--- src/rtl/serial_frame_rx.sv ---
// ---------------------------------------------------------------------------
// serial_frame_rx
//   Receiver/deserializer for the single-wire serial link. One line bit is
//   sampled per clock. A frame is: start bit 1, marker bit 0, DATA_W data
//   bits LSB-first, then (if PARITY_EN) an even-parity bit. Each good word
//   is presented on a valid/ready output port.
//
// Handshake: dout_valid rises when a word is stored and stays high with
//   dout stable until an edge where dout_valid & dout_ready, at which point
//   the word is consumed. dout_ready may be driven freely; it never changes
//   dout or dout_valid combinationally.
//
// Ports
//   clk        rising-edge clock
//   rst        asynchronous active-low reset
//   din        serial line, idles at 0
//   dout       received word (holds its last value after acceptance)
//   dout_valid word available
//   dout_ready consumer accepts when high together with dout_valid
//   busy       a frame is in progress (state != IDLE)
//   ferr       1-cycle pulse: marker bit was 1 (treated as a new start bit)
//   perr       1-cycle pulse: parity mismatch, word dropped
//   ovr        1-cycle pulse: good word dropped, output still full
//   state_dbg  current FSM state (0 IDLE, 1 MARK, 2 DATA, 3 PAR)
// ---------------------------------------------------------------------------
module serial_frame_rx #(
  parameter int DATA_W    = 8,
  parameter bit PARITY_EN = 1'b1
) (
  input  logic              clk,
  input  logic              rst,
  input  logic              din,
  output logic [DATA_W-1:0] dout,
  output logic              dout_valid,
  input  logic              dout_ready,
  output logic              busy,
  output logic              ferr,
  output logic              perr,
  output logic              ovr,
  output logic [1:0]        state_dbg
);

  localparam int CNT_W = $clog2(DATA_W);
  localparam logic [CNT_W-1:0] LAST_BIT = CNT_W'(DATA_W - 1);

  typedef enum logic [1:0] {
    IDLE = 2'd0,
    MARK = 2'd1,
    DATA = 2'd2,
    PAR  = 2'd3
  } state_t;

  state_t              state_q, state_d;
  logic [CNT_W-1:0]    cnt_q, cnt_d;
  logic [DATA_W-1:0]   word_q, word_d;
  logic                par_q, par_d;
  logic [DATA_W-1:0]   dout_q, dout_d;
  logic                valid_q, valid_d;
  logic                ferr_q, ferr_d;
  logic                perr_q, perr_d;
  logic                ovr_q, ovr_d;
  logic                complete;

  always_comb begin
    state_d  = state_q;
    cnt_d    = cnt_q;
    word_d   = word_q;
    par_d    = par_q;
    dout_d   = dout_q;
    valid_d  = valid_q;
    ferr_d   = 1'b0;
    perr_d   = 1'b0;
    ovr_d    = 1'b0;
    complete = 1'b0;

    case (state_q)
      IDLE: begin
        if (din) state_d = MARK;
      end
      MARK: begin
        if (!din) begin
          state_d = DATA;
          cnt_d   = '0;
          par_d   = 1'b0;
        end else begin
          // A 1 here is a framing error but also a valid new start bit,
          // so the FSM waits for a marker again.
          ferr_d = 1'b1;
        end
      end
      DATA: begin
        word_d[cnt_q] = din;
        par_d         = par_q ^ din;
        cnt_d         = cnt_q + 1'b1;
        if (cnt_q == LAST_BIT) begin
          if (PARITY_EN) begin
            state_d = PAR;
          end else begin
            state_d  = IDLE;
            complete = 1'b1;
          end
        end
      end
      PAR: begin
        state_d = IDLE;
        if (par_q ^ din) perr_d = 1'b1;
        else             complete = 1'b1;
      end
      default: state_d = IDLE;
    endcase

    // Output register. word_d already includes the bit sampled this cycle,
    // which matters for the no-parity case where the last data bit completes.
    if (complete) begin
      if (!valid_q || dout_ready) begin
        dout_d  = word_d;
        valid_d = 1'b1;
      end else begin
        ovr_d = 1'b1;
      end
    end else if (valid_q && dout_ready) begin
      valid_d = 1'b0;
    end
  end

  always_ff @(posedge clk or negedge rst) begin
    if (!rst) begin
      state_q <= IDLE;
      cnt_q   <= '0;
      word_q  <= '0;
      par_q   <= 1'b0;
      dout_q  <= '0;
      valid_q <= 1'b0;
      ferr_q  <= 1'b0;
      perr_q  <= 1'b0;
      ovr_q   <= 1'b0;
    end else begin
      state_q <= state_d;
      cnt_q   <= cnt_d;
      word_q  <= word_d;
      par_q   <= par_d;
      dout_q  <= dout_d;
      valid_q <= valid_d;
      ferr_q  <= ferr_d;
      perr_q  <= perr_d;
      ovr_q   <= ovr_d;
    end
  end

  assign dout       = dout_q;
  assign dout_valid = valid_q;
  assign busy       = (state_q != IDLE);
  assign ferr       = ferr_q;
  assign perr       = perr_q;
  assign ovr        = ovr_q;
  assign state_dbg  = state_q;

endmodule

--- config.mk ---
export PLATFORM = sky130hd
export DESIGN_NAME = serial_frame_rx
export DESIGN_NICKNAME = d
export VERILOG_FILES = /design/src/rtl/serial_frame_rx.sv
export SDC_FILE = /design/constraint.sdc
export NUM_CORES = 1
export LEC_CHECK = 0
export ABC_AREA = 1
export ABC_CLOCK_PERIOD_IN_PS = 2490
export CORE_AREA = 2 2 56 48
export DETAILED_ROUTE_END_ITERATION = 8
export DIE_AREA = 0 0 58 50
export GPL_TIMING_DRIVEN = 0
export PLACE_DENSITY = 0.79
export SLEW_MARGIN = 20
export SYNTH_ARGS = -nofsm -noshare
export SYNTH_HDL_FRONTEND = slang
export SYNTH_SLANG_ARGS = --single-unit
export TNS_END_PERCENT = 20
--- constraint.sdc ---
create_clock -name clk -period 2.49 [get_ports clk]
set_clock_uncertainty 0.05 [all_clocks]
set_input_delay 0.498 -clock clk [delete_from_list [all_inputs] [get_ports clk]]
set_output_delay 0.498 -clock clk [all_outputs]
set_load 0.05 [all_outputs]
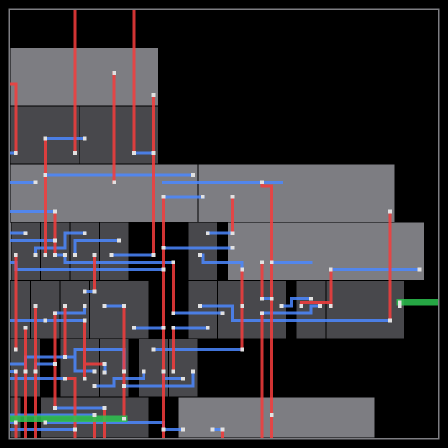
**Above:** a small window of the routed layout.
Region (34, 28) to (54, 48) microns. Cells in gray, sequential cells in the stronger gray; small squares are vias.
| layer | color |
|---|---|
| metal 2 | red |
| metal 3 | green |
| metal 1 | blue |
netlist names of flops here include: word_q (3), dout (2)
sequential cells in the window: 5
most frequent: nand2_1 (8), dfrtp_1 (5)
cells with their middle in the window: 25

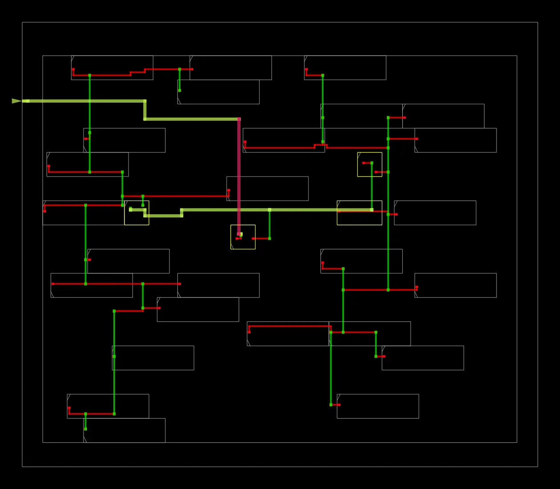
**Above:** clock nets.
num sequential: 26
CTS Sinks: 26

==> qor.csv <==
stage;metric;value;unit
yosys;Synth warnings;0;
min_path;HP Class;in2async;
critical_path;CP delay by family, top;buffers and inverters;
detailed_routing;initial DRC count;25;
floorplanning;FP Rows;16;
clock_tree;Post-CTS Setup Bufs;0;
yosys;Flops after synth;26;
power;Max IR drop VDD;0.930;mV
finish;nets;176;
job;max-cap check violation count;0;
critical_path;crit path capture type;output port;
critical_path;RR Startpoint;state_dbg[0];
final_timing;final setup vio count;0;
grt;pin count of the biggest net entering global routing;27;
critical_path;crit path kind;reg2out;
critical_path;Worst Setup Start Kind;register;
yosys;Post-synth seq share;0.524;
finish;post-layout util;0.640;
detailed_routing;WL final;2110;microns
final_timing;RSZ-0062 raised after global routing;false;
floorplanning;Initial Util;0.535;
critical_path;worst stage delay on the critical path;0.53;ns
yosys;Syn Nets;153;
clock_tree;clk buf depth;2;
finish;ANT cells;0;
final_timing;final hold vios;0;
floorplanning;core box area;0.00232;sq mm
yosys;synthesized instance count;143;
final_timing;max_slew headroom;0.623;
clock_tree;Root Driver;clkbuf_4;
final_timing;Max Freq;446;MHz
detailed_routing;Vias per Instance;4.87;
finish;# fillers;195;
yosys;Syn Std Cell Area;0.00124;sq mm
finish;Area Overhead vs Synth;19.6;%
critical_path;CP max stage cell;dlygate4sd2_1;
final_timing;Final Max Slew Viols;0;
power;LEAKAGE;0.000789;uW
clock_tree;clk ins delay skew pair;0.32;ns
critical_path;Critical Path AT;1.69;ns
finish;Top Layout Cells;40 x nand2_1, 26 x inv_1, 26 x dfrtp_1, 16 x clkdlybuf4s50_1, 10 x nand3_1;
floorplanning;chip height;50;microns
finish;most frequent logic cell in the layout;nand2_1;
floorplanning;chip area;0.00290;sq mm
critical_path;most frequent cell on the critical path;inv_1;
clock_tree;Num CTS Buffers;3;
clock_tree;CTS tree;done;
critical_path;setup slack, reg-to-reg;0.96;ns
clock_tree;Hold Buf Count CTS;0;
finish;layout cells sized above 1;0.103;
yosys;synthesis area per yosys;0.00124;sq mm
detailed_routing;Final ANT Viol Nets;0;
yosys;async set-reset flop share out of synthesis;1.00;
floorplanning;Chip Width;58;microns
clock_tree;htree depth;1;
clock_tree;Reg clk slew, reported paths;0.14;ns
detailed_routing;# DRC;0;
floorplanning;# IOs;19;
yosys;yosys cell count;143;
final_timing;setup_tns;0;ns
grt;initial antenna violation count;0;
yosys;Cell area leaders;dfrtp_1 52%, nand2_1 12%, inv_1 7.9%;
yosys;Commonest flop;dfrtp_1;
critical_path;reg2reg path depth;9;
yosys;leading area contributor after synthesis;dfrtp_1;
critical_path;crit path launch;state_dbg[0];
power;PwrDens;1340;mW/mm^2
critical_path;crit-path cells;inv_1 > ha_1 > inv_1 > dlygate4sd2_1;
yosys;EDFF count, synth;0;
yosys;Largest type area fraction;0.524;
critical_path;critical path peak fanout;5;
placement;HPWL after DPL;1530;microns
job;count of tool warnings;29;
grt;remaining global-route overflow;0;
outcome;outcome;finished, final reports clean;
placement;GP Congestion;0.777;
placement;count of input and output buffers;18;
critical_path;FF-to-FF End;dout[2];
grt;number of global-route vias before repair;882;
yosys;Cell Type Count;21;
final_timing;fin crit period;2.24;ns
yosys;average size of a mapped cell;8.69;sq um
critical_path;Data required, critical path;1.94;ns
detailed_routing;DRT Pass-1 Iters;4;
grt;first-pass GRT wire length;3760;microns
final_timing;Slew @ Worst Pin;0.565;ns
final_timing;Final period util;0.901;
critical_path;CP Buf/Inv Count;3;
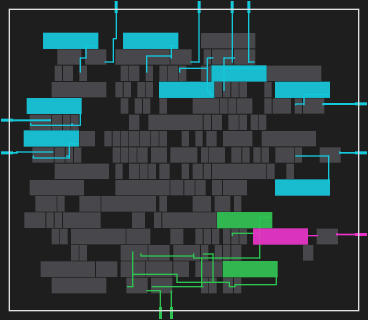
**Above:** I/O nets highlighted.
Drawn at 6 px/micron.
| port | color | bits | direction | end cells | wire |
|---|---|---|---|---|---|
| ferr | magenta | 1 | output | 1 | 5.30 microns |
| state_dbg | green | 2 | output | 2 | 96.7 microns |
| dout | cyan | 8 | output | 8 | 144 microns |

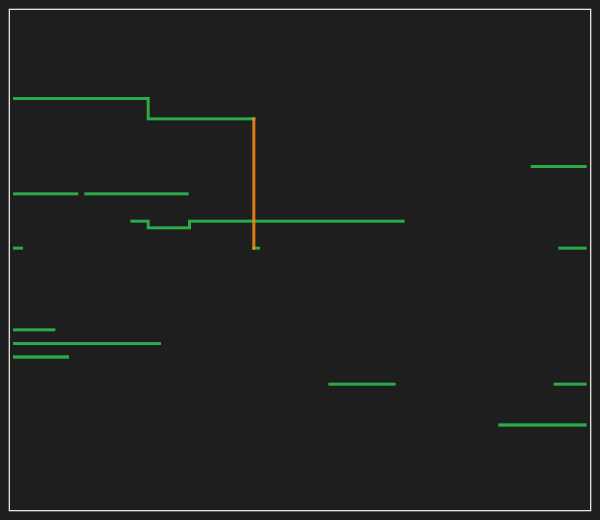
**Above:** signal wires by layer.
Drawn at 10 px/micron. Only two layers are drawn.
| layer | color | wire length |
|---|---|---|
| metal 3 | green | 121 microns |
| metal 4 | orange | 12.9 microns |
Total GRT Usage: 0.169
per-cell routed wire length: 11.0 microns
via count: 935

[worst register-to-register path: cells and delay by family (launching register included)]
kind | cells | cell delay, ns
flops | 1 | 0.46
simple gates | 4 | 0.38
buf+inv | 3 | 0.32
fa+ha+maj | 1 | 0.14
compound gates | 1 | 0.13
[worst max path at each step]
stage | to | slack [ns] | cells past startpoint
after global placement | busy | 0.39 | 4
after detailed placement | busy | 0.35 | 4
after CTS | busy | 0.24 | 4
after floorplan | busy | 0.61 | 3
final | busy | 0.25 | 4
after global routing | busy | 0.16 | 4
[synth_stat cells, types with 2 or more instances]
library cell   n
a21oi_1        2
nand3_1       10
inv_2          2
nand2_1       40
o21ai_0        5
nand2_4        2
o21ai_2        2
ha_1           6
inv_1         26
o21ai_1        5
dfrtp_1       26
nor2_1         8
[power by group]
| group | switching (uW) | total, uW | internal [uW] |
|---|---|---|---|
| combinational | 735 | 1090 | 357 |
| clock | 126 | 216 | 89.6 |
| sequential | 103 | 692 | 589 |
[per-layer routing]
metal	vias to the layer above	GRT usage	part of all wire
met5	-	0	0
met3	2	0.0604	0.057
met2	18	0.277	0.47
met4	0	0.0349	0.0057
li1	480	-	-
met1	435	0.215	0.46
[flip-flops by register name, indices dropped and copies added (netlist names)]
signal and flops:
perr 1, dout_valid 1, par_q 1, state_dbg 2, dout 8, ovr 1
ferr 1, word_q 8, cnt_q 3
[stage by stage]
stage	setup WS [ns]	area, sq um	power [uW]	cells	hold WS (ns)
global placement	0.392	1460	1770	188	0.414
global route	0.156	1490	2150	192	0.120
detailed placement	0.348	1450	1810	188	0.419
finish	0.247	1490	2000	192	0.0922
floorplan	0.607	1240	1490	143	0.152
CTS	0.241	1490	2010	192	0.114
[timing repair]
action                                 4_1_cts  5_1_grt
endpoints found under the hold margin        0        0
setup endpoints to repair                    1        0
gates resized                                1        0
[final cells by class]
type | count | area [sq um] | share of cell area
buffer | 2 | 18.8 | 0.0126
clock buffer | 4 | 36.3 | 0.0244
inverter | 29 | 111 | 0.0749
multi-input combinational | 86 | 462 | 0.311
sequential | 26 | 651 | 0.438
tap | 27 | 33.8 | 0.0227
timing repair buffer | 18 | 174 | 0.117
[kinds of logic (layout without fill, tap and decap cells)]
| family | Yosys count | in the layout | synth area share |
|---|---|---|---|
| AOI/OAI and AO/OA | 17 | 17 | 0.0796 |
| adders and majority gates | 6 | 6 | 0.0604 |
| buffers and inverters | 31 | 53 | 0.105 |
| DFF | 26 | 26 | 0.524 |
| and+or+nand+nor | 63 | 63 | 0.232 |
Power figures rest on the tool's default switching activity, not on a simulated workload.
